$ cat src/rtl/reservation_station_if.sv
// rtl/reservation_station_if.sv - dispatch, result broadcast and issue bus of the reservation station
interface reservation_station_if;
  // dispatch from the reorder buffer
  logic [4:0]  op_in;
  logic [2:0]  target;
  logic [31:0] value1_in;
  logic [31:0] value2_in;
  logic [2:0]  query1_in;
  logic [2:0]  query2_in;
  logic [31:0] imm_in;
  // result broadcasts
  logic [2:0]  alu_num;
  logic [31:0] alu_value;
  logic [2:0]  mem_num;
  logic [31:0] mem_value;
  // status and issue
  logic        rs_full;
  logic        rs_overflow;
  logic        alu_valid;
  logic [4:0]  alu_op;
  logic [31:0] alu_v1;
  logic [31:0] alu_v2;
  logic [31:0] alu_imm;
  logic [2:0]  alu_dest;

  modport master (
    output op_in, target, value1_in, value2_in, query1_in, query2_in, imm_in,
    output alu_num, alu_value, mem_num, mem_value,
    input  rs_full, rs_overflow, alu_valid, alu_op, alu_v1, alu_v2, alu_imm, alu_dest
  );

  modport slave (
    input  op_in, target, value1_in, value2_in, query1_in, query2_in, imm_in,
    input  alu_num, alu_value, mem_num, mem_value,
    output rs_full, rs_overflow, alu_valid, alu_op, alu_v1, alu_v2, alu_imm, alu_dest
  );
endinterface

$ cat src/rtl/reservation_station.sv
// rtl/reservation_station.sv - ALU reservation station with operand wakeup and in-order-by-slot issue
module reservation_station #(
  parameter int ENTRIES = 4
) (
  input  logic                 clk,
  input  logic                 rst,
  reservation_station_if.slave bus
);

  localparam int IW = (ENTRIES > 1) ? $clog2(ENTRIES) : 1;
  localparam int CW = $clog2(ENTRIES + 1);

  // slot storage
  logic        busy_q [ENTRIES];
  logic [4:0]  op_q   [ENTRIES];
  logic [31:0] v1_q   [ENTRIES];
  logic [31:0] v2_q   [ENTRIES];
  logic [2:0]  q1_q   [ENTRIES];
  logic [2:0]  q2_q   [ENTRIES];
  logic [31:0] imm_q  [ENTRIES];
  logic [2:0]  dest_q [ENTRIES];

  logic        busy_d [ENTRIES];
  logic [4:0]  op_d   [ENTRIES];
  logic [31:0] v1_d   [ENTRIES];
  logic [31:0] v2_d   [ENTRIES];
  logic [2:0]  q1_d   [ENTRIES];
  logic [2:0]  q2_d   [ENTRIES];
  logic [31:0] imm_d  [ENTRIES];
  logic [2:0]  dest_d [ENTRIES];

  // registered outputs
  logic        alu_valid_q, alu_valid_d;
  logic [4:0]  alu_op_q, alu_op_d;
  logic [31:0] alu_v1_q, alu_v1_d;
  logic [31:0] alu_v2_q, alu_v2_d;
  logic [31:0] alu_imm_q, alu_imm_d;
  logic [2:0]  alu_dest_q, alu_dest_d;
  logic        rs_full_q, rs_full_d;
  logic        rs_overflow_q, rs_overflow_d;

  logic          accept;
  logic          free_found;
  logic [IW-1:0] free_idx;
  logic          iss_found;
  logic [IW-1:0] iss_idx;
  logic [CW-1:0] busy_cnt;

  // ops executed by the ALU; memory ops, LUI, AUIPC, JAL and the idle code bypass the station
  function automatic logic op_accepted(input logic [4:0] op);
    return (op <= 5'd13) || (op == 5'd17) || (op == 5'd26) || (op == 5'd27);
  endfunction

  // tag after snooping both broadcasts; ALU broadcast wins when both match
  function automatic logic [2:0] snoop_tag(input logic [2:0] q, input logic [2:0] an,
                                           input logic [2:0] mn);
    if ((an != 3'd0) && (q == an)) return 3'd0;
    if ((mn != 3'd0) && (q == mn)) return 3'd0;
    return q;
  endfunction

  function automatic logic [31:0] snoop_val(input logic [2:0] q, input logic [31:0] v,
                                            input logic [2:0] an, input logic [31:0] av,
                                            input logic [2:0] mn, input logic [31:0] mv);
    if ((an != 3'd0) && (q == an)) return av;
    if ((mn != 3'd0) && (q == mn)) return mv;
    return v;
  endfunction

  assign accept = (bus.target != 3'd0) && op_accepted(bus.op_in);

  // pick lowest free slot and lowest ready slot from pre-edge state
  always_comb begin
    free_found = 1'b0;
    free_idx   = '0;
    iss_found  = 1'b0;
    iss_idx    = '0;
    for (int i = ENTRIES - 1; i >= 0; i--) begin
      if (!busy_q[i]) begin
        free_found = 1'b1;
        free_idx   = IW'(i);
      end
      if (busy_q[i] && (q1_q[i] == 3'd0) && (q2_q[i] == 3'd0)) begin
        iss_found = 1'b1;
        iss_idx   = IW'(i);
      end
    end
  end

  // slot next state: issue clears, wakeup snoops, dispatch fills a slot that was free pre-edge
  always_comb begin
    for (int i = 0; i < ENTRIES; i++) begin
      busy_d[i] = busy_q[i];
      op_d[i]   = op_q[i];
      v1_d[i]   = v1_q[i];
      v2_d[i]   = v2_q[i];
      q1_d[i]   = q1_q[i];
      q2_d[i]   = q2_q[i];
      imm_d[i]  = imm_q[i];
      dest_d[i] = dest_q[i];
      if (busy_q[i]) begin
        v1_d[i] = snoop_val(q1_q[i], v1_q[i], bus.alu_num, bus.alu_value, bus.mem_num, bus.mem_value);
        q1_d[i] = snoop_tag(q1_q[i], bus.alu_num, bus.mem_num);
        v2_d[i] = snoop_val(q2_q[i], v2_q[i], bus.alu_num, bus.alu_value, bus.mem_num, bus.mem_value);
        q2_d[i] = snoop_tag(q2_q[i], bus.alu_num, bus.mem_num);
      end
      if (iss_found && (iss_idx == IW'(i))) begin
        busy_d[i] = 1'b0;
      end
      if (accept && free_found && (free_idx == IW'(i))) begin
        busy_d[i] = 1'b1;
        op_d[i]   = bus.op_in;
        v1_d[i]   = snoop_val(bus.query1_in, bus.value1_in, bus.alu_num, bus.alu_value,
                              bus.mem_num, bus.mem_value);
        q1_d[i]   = snoop_tag(bus.query1_in, bus.alu_num, bus.mem_num);
        v2_d[i]   = snoop_val(bus.query2_in, bus.value2_in, bus.alu_num, bus.alu_value,
                              bus.mem_num, bus.mem_value);
        q2_d[i]   = snoop_tag(bus.query2_in, bus.alu_num, bus.mem_num);
        imm_d[i]  = bus.imm_in;
        dest_d[i] = bus.target;
      end
    end
  end

  // occupancy after this edge drives back-pressure with one slot of slack
  always_comb begin
    busy_cnt = '0;
    for (int i = 0; i < ENTRIES; i++) begin
      busy_cnt = busy_cnt + CW'(busy_d[i]);
    end
    rs_full_d     = (busy_cnt >= CW'(ENTRIES - 1));
    rs_overflow_d = rs_overflow_q | (accept & ~free_found);
  end

  // issue outputs: strobe for one cycle, payload holds between issues
  always_comb begin
    alu_valid_d = iss_found;
    alu_op_d    = alu_op_q;
    alu_v1_d    = alu_v1_q;
    alu_v2_d    = alu_v2_q;
    alu_imm_d   = alu_imm_q;
    alu_dest_d  = alu_dest_q;
    if (iss_found) begin
      alu_op_d   = op_q[iss_idx];
      alu_v1_d   = v1_q[iss_idx];
      alu_v2_d   = v2_q[iss_idx];
      alu_imm_d  = imm_q[iss_idx];
      alu_dest_d = dest_q[iss_idx];
    end
  end

  // state register with asynchronous reset
  always_ff @(posedge clk or posedge rst) begin
    if (rst) begin
      for (int i = 0; i < ENTRIES; i++) begin
        busy_q[i] <= 1'b0;
        op_q[i]   <= 5'h1f;
        v1_q[i]   <= '0;
        v2_q[i]   <= '0;
        q1_q[i]   <= '0;
        q2_q[i]   <= '0;
        imm_q[i]  <= '0;
        dest_q[i] <= '0;
      end
      alu_valid_q   <= 1'b0;
      alu_op_q      <= 5'h1f;
      alu_v1_q      <= '0;
      alu_v2_q      <= '0;
      alu_imm_q     <= '0;
      alu_dest_q    <= '0;
      rs_full_q     <= 1'b0;
      rs_overflow_q <= 1'b0;
    end else begin
      for (int i = 0; i < ENTRIES; i++) begin
        busy_q[i] <= busy_d[i];
        op_q[i]   <= op_d[i];
        v1_q[i]   <= v1_d[i];
        v2_q[i]   <= v2_d[i];
        q1_q[i]   <= q1_d[i];
        q2_q[i]   <= q2_d[i];
        imm_q[i]  <= imm_d[i];
        dest_q[i] <= dest_d[i];
      end
      alu_valid_q   <= alu_valid_d;
      alu_op_q      <= alu_op_d;
      alu_v1_q      <= alu_v1_d;
      alu_v2_q      <= alu_v2_d;
      alu_imm_q     <= alu_imm_d;
      alu_dest_q    <= alu_dest_d;
      rs_full_q     <= rs_full_d;
      rs_overflow_q <= rs_overflow_d;
    end
  end

  assign bus.alu_valid   = alu_valid_q;
  assign bus.alu_op      = alu_op_q;
  assign bus.alu_v1      = alu_v1_q;
  assign bus.alu_v2      = alu_v2_q;
  assign bus.alu_imm     = alu_imm_q;
  assign bus.alu_dest    = alu_dest_q;
  assign bus.rs_full     = rs_full_q;
  assign bus.rs_overflow = rs_overflow_q;

endmodule

$ cat src/flat_wrapper.sv
// flat-port wrapper written by rule: the top's interface ports become plain ports
module reservation_station_flat 
#(
  parameter int ENTRIES = 4
)
  (clk, rst, bus_op_in, bus_target, bus_value1_in, bus_value2_in, bus_query1_in, bus_query2_in, bus_imm_in, bus_alu_num, bus_alu_value, bus_mem_num, bus_mem_value, bus_rs_full, bus_rs_overflow, bus_alu_valid, bus_alu_op, bus_alu_v1, bus_alu_v2, bus_alu_imm, bus_alu_dest);
  reservation_station_if bus_i ();
  input  logic clk;
  input  logic rst;
  input wire logic [$bits(bus_i.op_in)-1:0] bus_op_in;
  input wire logic [$bits(bus_i.target)-1:0] bus_target;
  input wire logic [$bits(bus_i.value1_in)-1:0] bus_value1_in;
  input wire logic [$bits(bus_i.value2_in)-1:0] bus_value2_in;
  input wire logic [$bits(bus_i.query1_in)-1:0] bus_query1_in;
  input wire logic [$bits(bus_i.query2_in)-1:0] bus_query2_in;
  input wire logic [$bits(bus_i.imm_in)-1:0] bus_imm_in;
  input wire logic [$bits(bus_i.alu_num)-1:0] bus_alu_num;
  input wire logic [$bits(bus_i.alu_value)-1:0] bus_alu_value;
  input wire logic [$bits(bus_i.mem_num)-1:0] bus_mem_num;
  input wire logic [$bits(bus_i.mem_value)-1:0] bus_mem_value;
  output wire logic [$bits(bus_i.rs_full)-1:0] bus_rs_full;
  output wire logic [$bits(bus_i.rs_overflow)-1:0] bus_rs_overflow;
  output wire logic [$bits(bus_i.alu_valid)-1:0] bus_alu_valid;
  output wire logic [$bits(bus_i.alu_op)-1:0] bus_alu_op;
  output wire logic [$bits(bus_i.alu_v1)-1:0] bus_alu_v1;
  output wire logic [$bits(bus_i.alu_v2)-1:0] bus_alu_v2;
  output wire logic [$bits(bus_i.alu_imm)-1:0] bus_alu_imm;
  output wire logic [$bits(bus_i.alu_dest)-1:0] bus_alu_dest;
  assign bus_i.op_in = bus_op_in;
  assign bus_i.target = bus_target;
  assign bus_i.value1_in = bus_value1_in;
  assign bus_i.value2_in = bus_value2_in;
  assign bus_i.query1_in = bus_query1_in;
  assign bus_i.query2_in = bus_query2_in;
  assign bus_i.imm_in = bus_imm_in;
  assign bus_i.alu_num = bus_alu_num;
  assign bus_i.alu_value = bus_alu_value;
  assign bus_i.mem_num = bus_mem_num;
  assign bus_i.mem_value = bus_mem_value;
  assign bus_rs_full = bus_i.rs_full;
  assign bus_rs_overflow = bus_i.rs_overflow;
  assign bus_alu_valid = bus_i.alu_valid;
  assign bus_alu_op = bus_i.alu_op;
  assign bus_alu_v1 = bus_i.alu_v1;
  assign bus_alu_v2 = bus_i.alu_v2;
  assign bus_alu_imm = bus_i.alu_imm;
  assign bus_alu_dest = bus_i.alu_dest;
  reservation_station #(.ENTRIES(ENTRIES)) u_core (.clk(clk), .rst(rst), .bus(bus_i));
endmodule
$ cat config.mk
export PLATFORM = sky130hd
export DESIGN_NAME = reservation_station_flat
export DESIGN_NICKNAME = d
export VERILOG_FILES = /design/src/rtl/reservation_station_if.sv /design/src/rtl/reservation_station.sv /design/src/flat_wrapper.sv
export SDC_FILE = /design/constraint.sdc
export NUM_CORES = 2
export LEC_CHECK = 0
export CAP_MARGIN = 10
export CORE_MARGIN = 2
export CORE_UTILIZATION = 33
export DETAILED_ROUTE_END_ITERATION = 16
export GPL_TIMING_DRIVEN = 0
export PLACE_DENSITY_LB_ADDON = 0.1
export SETUP_SLACK_MARGIN = 0.4
export SYNTH_ARGS = -nofsm -noshare
export SYNTH_HDL_FRONTEND = slang
export SYNTH_SLANG_ARGS = --single-unit
export TNS_END_PERCENT = 1
$ cat constraint.sdc
create_clock -name clk -period 20.4 [get_ports clk]
set_clock_uncertainty 0.05 [all_clocks]
set_input_delay 4.08 -clock clk [delete_from_list [all_inputs] [get_ports clk]]
set_output_delay 4.08 -clock clk [all_outputs]
set_load 0.1 [all_outputs]
Figure 1. The metal 1 layer.
Scale: 1.5 px per um. Supply wires on this layer in gray. Cells faint in the background.
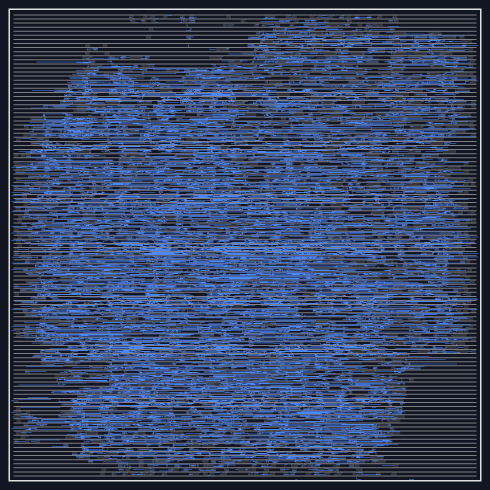
wire length on this layer	67.3 mm
share of all routed wire	41%
final WL: 164000 um
global routing met1 resource utilization: 0.437

Figure 2. M2 wires.
Scale: 1.5 px per um.
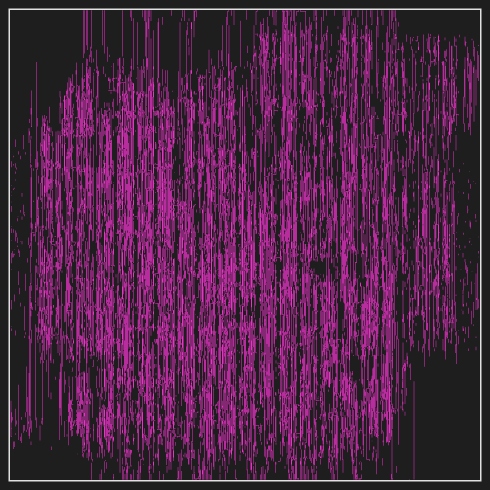
main direction	vertical
wire length on this layer	71.7 mm
share of all routed wire	44%

==> ds_physical_params.txt <==
Physical design parameters

Parameter                              Value

Global routing
  First-pass GRT wire length    234000 um
  GR Layer Usage met2    0.495
  Pin count of the biggest net entering global routing    123
  Total routing usage reported by global routing    0.325

Timing
  Final Max Slew Viols    0
  Final Hold Violating Endpoints    0
  Unrepaired setup endpoints after global routing    no
  PnR worst setup slack    11.71 ns
  Worst hold slack    0.406 ns
  Setup_tns    0 ns
  Time the worst path needs with I/O delays and setup    8.69 ns

Final layout
  Inverter tally of the final layout excluding the clock network    41
  Flip-flops    551
  Number of ordinary and repair buffers in the finished layout    726
  Register Area    0.0138 sq mm
  Clk_buf instances    108
  Non-clock buffers, area share    0.128
  Register share of the cell area    0.358
  Number of non-filler instances in the completed layout    5215
  Final core area utilization    0.407
  Combinational cell area excluding buffers and inverters    0.0158 sq mm
  Share of layout cells above drive strength 1    0.0838
  Clock buffer and inverter area fraction after layout    0.0617

Die
  Core area    0.0949 sq mm
  I/O pin count    289
  X dimension of the die    313 um
  Die outline height    313 um

Pwr
  Net switching power    4.60 mW
  Leak Pwr    15.5 nW
  Internal Power    3.85 mW
  IR drop worst, VDD    166 uV
  Group drawing the most power    combinational cells
  Relative contribution of sequential cells to total power    0.246
  Relative contribution of combinational cells to total power    0.598
  Switching Share    0.544
  Power density over the cells    219 mW/mm^2

Setup path
  Cell breakdown of the critical path    clkdlybuf4s50_1 -> and3b_1 -> nor3_1 -> or3_1 -> clkbuf_1 -> clkbuf_1 -> buf_2 -> o21ai_0 -> ha_1 -> inv_1 -> fa_1 -> inv_1 -> ha_1 -> a21o_1
  Critical path endpoint category    flop
  FF-to-FF Start    u_core.busy_q[3]$_DFF_PP0_
  Reg2reg path depth    12
  R2R setup slack    15.64 ns
  R2r endpoint    u_core.bus.rs_full$_DFF_PP0_
  CP endpoint    u_core.bus.rs_full$_DFF_PP0_

Synth
  Flip-flops with a built-in enable    0
  Number of instances in the synthesized netlist    3529
  Simple-gate share of the synthesized area    0.186
  Synth Flop Type    dfrtp_1
  Post-synth cell types    75
  Biggest area consumer among synthesized cells    dfrtp_1
  FFs w/ async S/R, synth    1.00

Hold path
  Sink of the worst hold path    u_core.op_q[13]$_DFFE_PP1P_
  Worst Hold Depth    2
  Worst min-delay path startpoint    u_core.op_q[13]$_DFFE_PP1P_

Placement
  PortBufs    288
  Placement-stage cell area    0.0362 sq mm
  Total instance count after detailed placement    5089
  Placement Setup Slack    11.22 ns

Clock network
  Hold buffer count at CTS    0
  Total clock buffers created by CTS    70
  Clock input transition at the sequential cells of the worst setup and hold paths    0.06 ns
  Post-CTS sizing    0
  Buffer depth of the longest clock path    3
  TritonCTS Sinks    551

Detailed routing
  Number of optimization iterations in the first detailed-route pass    6
  Detailed-route DRC error count    0
  Via-to-Cell Ratio    6.27
  Count of routing violations after the opening detailed-route iteration    4260
  Met3 WL    15700 um

Status
  Violations in the final reports    max-capacitance violations
  Result of the run    finished with violations

Run
  Number of maximum-capacitance constraint violations    1
Figure 3. Signal wires on met3.
Scale: 2 px per um. Cells faint in the background.
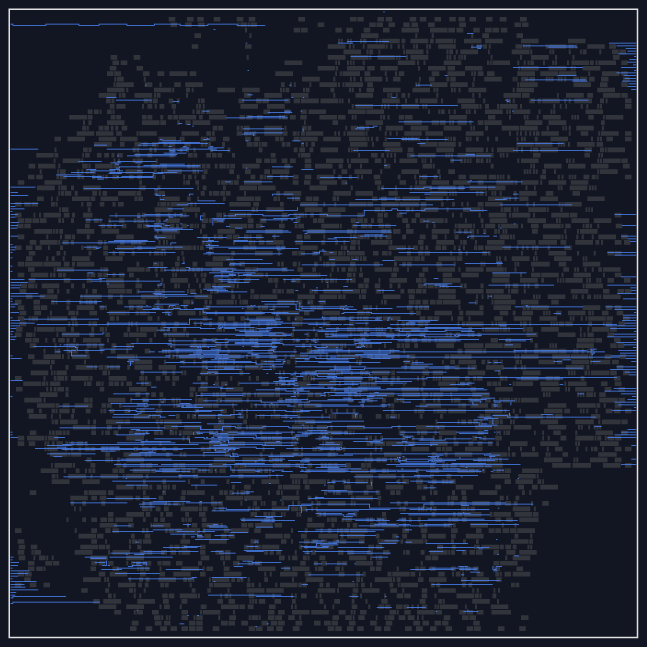
longest straight run	148 um
wire length on this layer	15700 um
share of all routed wire	9.6%
nets with wire on the layer	660
number of vias after detailed routing: 32.7k
met3 Resource Use GR: 0.0730

Power and IR drop assume default switching activity.
